<file path="src/rtl/data_memory_ctrl.sv">
// Data memory for the MIPS datapath: byte/half/word loads and stores with a
// req/ready handshake, optional wait states, registered read data and misalignment flagging.
module data_memory_ctrl #(
   parameter int ADDR_WIDTH  = 6,
   parameter int WAIT_STATES = 0
) (
   input  logic                  clk,
   input  logic                  rst_n,
   input  logic                  req,
   input  logic                  we,
   input  logic [1:0]            size,
   input  logic                  uns,
   input  logic [ADDR_WIDTH+1:0] addr,
   input  logic [31:0]           wdata,
   output logic [31:0]           rdata,
   output logic                  ready,
   output logic                  err,
   output logic                  busy
);

   localparam int DEPTH = 2 ** ADDR_WIDTH;

   typedef enum logic [1:0] {
      IDLE = 2'd0,
      WAIT = 2'd1,
      DONE = 2'd2
   } state_t;

   function automatic logic misaligned(input logic [1:0] sz, input logic [1:0] lane);
      logic bad;
      case (sz)
         2'b00:   bad = 1'b0;
         2'b01:   bad = lane[0];
         2'b10:   bad = (lane != 2'b00);
         default: bad = 1'b1;
      endcase
      return bad;
   endfunction

   function automatic logic [3:0] byte_enables(input logic [1:0] sz, input logic [1:0] lane);
      logic [3:0] be;
      case (sz)
         2'b00:   be = 4'b0001 << lane;
         2'b01:   be = lane[1] ? 4'b1100 : 4'b0011;
         2'b10:   be = 4'b1111;
         default: be = 4'b0000;
      endcase
      return be;
   endfunction

   function automatic logic [31:0] extend_load(input logic [31:0] word, input logic [1:0] sz,
                                               input logic [1:0] lane, input logic zext);
      logic [7:0]  b;
      logic [15:0] h;
      logic [31:0] v;
      b = word[{lane, 3'b000} +: 8];
      h = lane[1] ? word[31:16] : word[15:0];
      case (sz)
         2'b00:   v = zext ? {24'h000000, b} : {{24{b[7]}}, b};
         2'b01:   v = zext ? {16'h0000, h} : {{16{h[15]}}, h};
         default: v = word;
      endcase
      return v;
   endfunction

   state_t                  state_r;
   state_t                  next_state_s;
   logic                    we_r;
   logic                    uns_r;
   logic [1:0]              size_r;
   logic [ADDR_WIDTH+1:0]   addr_r;
   logic [31:0]             wdata_r;
   logic [3:0]              cnt_r;
   logic [31:0]             rdata_r;
   logic                    ready_r;
   logic                    err_r;
   logic                    accept_s;
   logic                    access_s;
   logic                    ready_next_s;
   logic                    err_next_s;
   logic [ADDR_WIDTH-1:0]   idx_s;
   logic [1:0]              lane_s;
   logic [3:0]              be_s;
   logic [31:0]             wlanes_s;
   logic [31:0]             mem_word_s;
   logic [31:0]             mem_r [DEPTH];

   // A request is taken in IDLE, or on the edge leaving DONE so held req streams without a gap.
   assign accept_s   = req && ((state_r == IDLE) || (state_r == DONE));
   assign access_s   = (state_r == WAIT) && (cnt_r == 4'd0);
   assign idx_s      = addr_r[ADDR_WIDTH+1:2];
   assign lane_s     = addr_r[1:0];
   assign be_s       = byte_enables(size_r, lane_s);
   assign mem_word_s = mem_r[idx_s];

   // State register.
   always_ff @(posedge clk or negedge rst_n) begin
      if (!rst_n) begin
         state_r <= IDLE;
      end else begin
         state_r <= next_state_s;
      end
   end

   // Next-state logic.
   always_comb begin
      next_state_s = state_r;
      case (state_r)
         IDLE, DONE: begin
            if (accept_s) begin
               next_state_s = misaligned(size, addr[1:0]) ? DONE : WAIT;
            end else begin
               next_state_s = IDLE;
            end
         end
         WAIT: begin
            if (cnt_r == 4'd0) begin
               next_state_s = DONE;
            end else begin
               next_state_s = WAIT;
            end
         end
         default: next_state_s = IDLE;
      endcase
   end

   // Output decode; entering DONE straight from an accept means the request was rejected.
   always_comb begin
      ready_next_s = (next_state_s == DONE);
      err_next_s   = (next_state_s == DONE) && accept_s;
   end

   // Request capture and wait-state counter.
   always_ff @(posedge clk or negedge rst_n) begin
      if (!rst_n) begin
         we_r    <= 1'b0;
         uns_r   <= 1'b0;
         size_r  <= 2'b00;
         addr_r  <= '0;
         wdata_r <= 32'h00000000;
         cnt_r   <= 4'd0;
      end else if (accept_s) begin
         we_r    <= we;
         uns_r   <= uns;
         size_r  <= size;
         addr_r  <= addr;
         wdata_r <= wdata;
         cnt_r   <= 4'(WAIT_STATES);
      end else if ((state_r == WAIT) && (cnt_r != 4'd0)) begin
         cnt_r <= cnt_r - 4'd1;
      end
   end

   // Replicate store data across lanes so the byte enables pick the right copy.
   always_comb begin
      wlanes_s = wdata_r;
      case (size_r)
         2'b00:   wlanes_s = {4{wdata_r[7:0]}};
         2'b01:   wlanes_s = {2{wdata_r[15:0]}};
         default: wlanes_s = wdata_r;
      endcase
   end

   // Storage array; not reset, and writes only from WAIT which reset leaves immediately.
   always_ff @(posedge clk) begin
      if (access_s && we_r) begin
         for (int i = 0; i < 4; i++) begin
            if (be_s[i]) begin
               mem_r[idx_s][i*8 +: 8] <= wlanes_s[i*8 +: 8];
            end
         end
      end
   end

   // Registered handshake outputs and load data.
   always_ff @(posedge clk or negedge rst_n) begin
      if (!rst_n) begin
         rdata_r <= 32'h00000000;
         ready_r <= 1'b0;
         err_r   <= 1'b0;
      end else begin
         ready_r <= ready_next_s;
         err_r   <= err_next_s;
         if (access_s && !we_r) begin
            rdata_r <= extend_load(mem_word_s, size_r, lane_s, uns_r);
         end
      end
   end

   assign rdata = rdata_r;
   assign ready = ready_r;
   assign err   = err_r;
   assign busy  = (state_r != IDLE);

endmodule

</file>
<file path="config.mk">
export PLATFORM = sky130hd
export DESIGN_NAME = data_memory_ctrl
export DESIGN_NICKNAME = d
export VERILOG_FILES = /design/src/rtl/data_memory_ctrl.sv
export SDC_FILE = /design/constraint.sdc
export NUM_CORES = 2
export LEC_CHECK = 0
export CAP_MARGIN = 20
export CORE_AREA = 8 8 413 415
export CTS_CLUSTER_DIAMETER = 30
export DETAILED_ROUTE_END_ITERATION = 8
export DIE_AREA = 0 0 421 423
export GPL_TIMING_DRIVEN = 1
export MAX_ROUTING_LAYER = met4
export PLACE_DENSITY = 0.63
export SYNTH_ARGS = -nofsm -noshare
export SYNTH_HDL_FRONTEND = slang
export SYNTH_SLANG_ARGS = --single-unit
</file>
<file path="constraint.sdc">
create_clock -name clk -period 5.56 [get_ports clk]
set_clock_uncertainty 0.15 [all_clocks]
set_input_delay 1.39 -clock clk [delete_from_list [all_inputs] [get_ports clk]]
set_output_delay 1.39 -clock clk [all_outputs]
set_load 0.01 [all_outputs]
</file>
Fig. 1: clock network drawn from the DEF
The bar under the picture is 100 microns long.
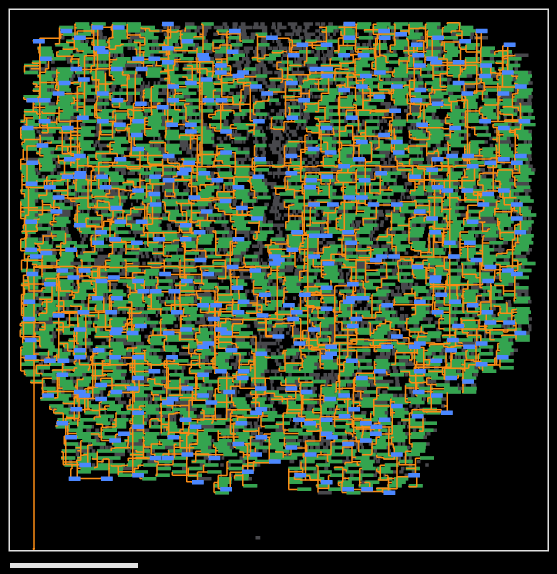
[clock-net drivers] blue | count: 410
[clock wires] orange | length: 26.9 mm
[flip-flops] green | count: 2132
routed clock nets	411

Fig. 2: register map, names as in the netlist
The bar under the picture is 100 microns long.
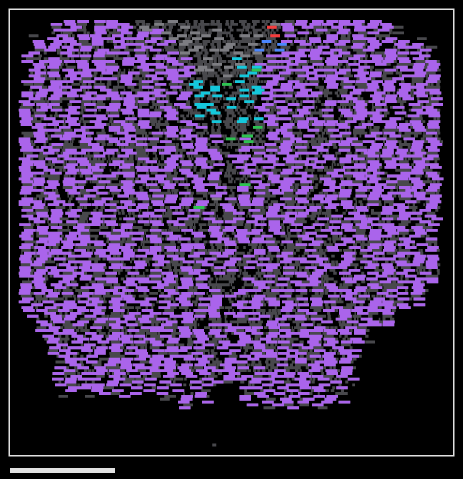
netlist name	colour	flops
state_r	red	2
cnt_r	blue	4
rdata	cyan	32
mem_r	purple	2048
addr_r	green	8
not coloured	38

==> run summary <==
Item: results of the latest flow run.

- The run finished with clean final reports.
- The overall routed net length is 281 mm.
- The floorplan report lists the tap cell count as between 2000 and 2500.
- The final instance area is 0.100 sq mm.
- The cell-mix breakdown from Yosys lists the simple-gate area share as 0.0428.
- The HPWL after detailed placement is 173 mm.
- The sink of the worst hold path is wdata_r[26]$_DFFE_PN0N_.
- The worst max-slew margin expressed relative to the limit is 0.194.
- The total number of placement rows is 149.
- The full die area is ~0.18 sq mm.
- The reported max-cap violation count is 0.
- The part of the cycle the worst path needs is 0.885.
- The number of clock buffers inserted by TritonCTS is ~410.
- Per STA, the highest per-stage delay on the worst path measures 930 ps.
- The clock-pin slew on the worst setup and hold paths is 50 ps.
- TritonCTS built the clock tree.
- The adder-cell area share of the yosys netlist is 0.000153.
- The number of fill cells in the layout is 11600.
- By instance count after routing, the leading logic cell types are sky130_fd_sc_hd__edfxtp_1 (2048), sky130_fd_sc_hd__a22oi_1 (434), sky130_fd_sc_hd__clkbuf_16 (416), sky130_fd_sc_hd__nor2_1 (326), sky130_fd_sc_hd__buf_4 (302).
- The routed wirelength normalized by instance count is 36.3 microns.
- The remaining global-route overflow is 0.
- The number of cells on the worst hold path is listed as 1.
- The timing report lists the critical path depth as 10 cells.
- In the Yosys stats the netlist draws on 89 distinct library cells.
- The first global-routing pass estimated 388 mm of wire.
- Warnings reported by Yosys during synthesis add up to 0.
- The number of optimization iterations in the first detailed-route pass is 8.
- The library cell used most frequently in the layout, excluding fill and tap cells, is sky130_fd_sc_hd__edfxtp_1.
- The footprint of the flip-flops and latches is 0.0636 sq mm.
- The detailed router reports a met2 wire length of approximately 120 mm.
- The worst-case vdd ir drop is 0.405 mV.
- The flow reports power dissipated in combinational cells as 12600 uW.
- Measured on the final layout, the clock distribution area share stands at 0.138.
- In this run, the synthesized area fraction spent on AND-OR/OR-AND gates is recorded as 0.106.
- The power attributed to the clock group is approximately 25000 uW.
- The deepest level of the CTS H-tree is 5.
- The gate count after technology mapping is 4677.
- The power attributed to sequential cells is 20900 uW.
- Checking hold timing, the worst path is listed with class reg2reg.
- STA classifies the critical path startpoint as a flip-flop.
- The top-level port count is 82.
- The growth of design area from synthesis to finish is 23.1%.
- The length of routed met3 wiring is roughly 37 mm.
- The pin closest to its max-slew limit shows a slew of 1200 ps.
- STA classifies the critical path endpoint as a flip-flop.
- Total global-route track usage over all layers is 0.315.
- The highest metal layer carrying signal wires in the routed design is met4.
- The fraction of area in non-clock buffers is 0.0371.
- The biggest combinational cell group after synthesis is AND-OR/OR-AND gates.
- The power report attributes to the sequential group a share of 0.360.
- The worst endpoint data arrival time is 5650 ps.
- The largest fanout on the critical path is 48.
- The count of cells resized by post-cts repair is 0.
- The inverter tally of the final layout excluding the clock network is 15.
- The number of remaining DRC errors is 0.
- The register-to-register setup slack is 640 ps.
- Post-CTS timing repair inserted 0 buffers for setup.
- The cell with the most instances after synthesis is sky130_fd_sc_hd__edfxtp_1.
- The cell that appears most often on the critical path is sky130_fd_sc_hd__buf_12.
- Yosys reports that the most numerous cell types are sky130_fd_sc_hd__edfxtp_1 (2048), sky130_fd_sc_hd__a22oi_1 (434), sky130_fd_sc_hd__nor2_1 (331).
- After the first detailed-routing iteration, the DRC count stood at 8323.
- The worst reg2reg path startpoint is addr_r[3]$_DFFE_PN0N_.
- The largest net degree at the start of global routing is 77.
- OpenROAD emitted warnings numbering 27.
- The skew report gives the latency at the later pin of the worst-skew pair as 950 ps.
- Once placement completed, the tool counted placed cells totaling 6948.
- The cell family contributing the most delay on the critical path is AND-OR/OR-AND gates.
- The layout clock buffer count is 456.
- Per the detail_route report, the via count comes to 51600.
- For met1 alone, demand over resource in global routing was 0.400.
- The logic gate fraction of the total cell area is 0.163.
- The chip area from the yosys synthesis statistics is 0.0815 sq mm.
- The worst path meets setup with 641 ps of slack.
- The worst setup path category is reg2reg.
- The number of enable flip-flop cells is 2048.
- After the flow finishes, the layout carries non-filler instances totaling between 7000 and 8000.
- The cell accounting for the most synthesized area is sky130_fd_sc_hd__edfxtp_1.
- Of the total power, the clock network draws 0.423.
- The global-route layer with the greatest usage is met2.
- The placement summary gives the final routability congestion estimate as between 0.9 and 1.
- Yosys reports the multiplexer fraction of the synthesized area as 0.0486.
- The net count of the finished layout is 5225.
- The maximum clock frequency is a little over 200 MHz.
- The biggest power consumer among the groups is the clock network.
- The clock tree buffer depth is 4.
- Counting flops with an async set or reset pin after synthesis yields a share of 0.0394.
Power figures rest on the tool's default switching activity, not on a simulated workload.
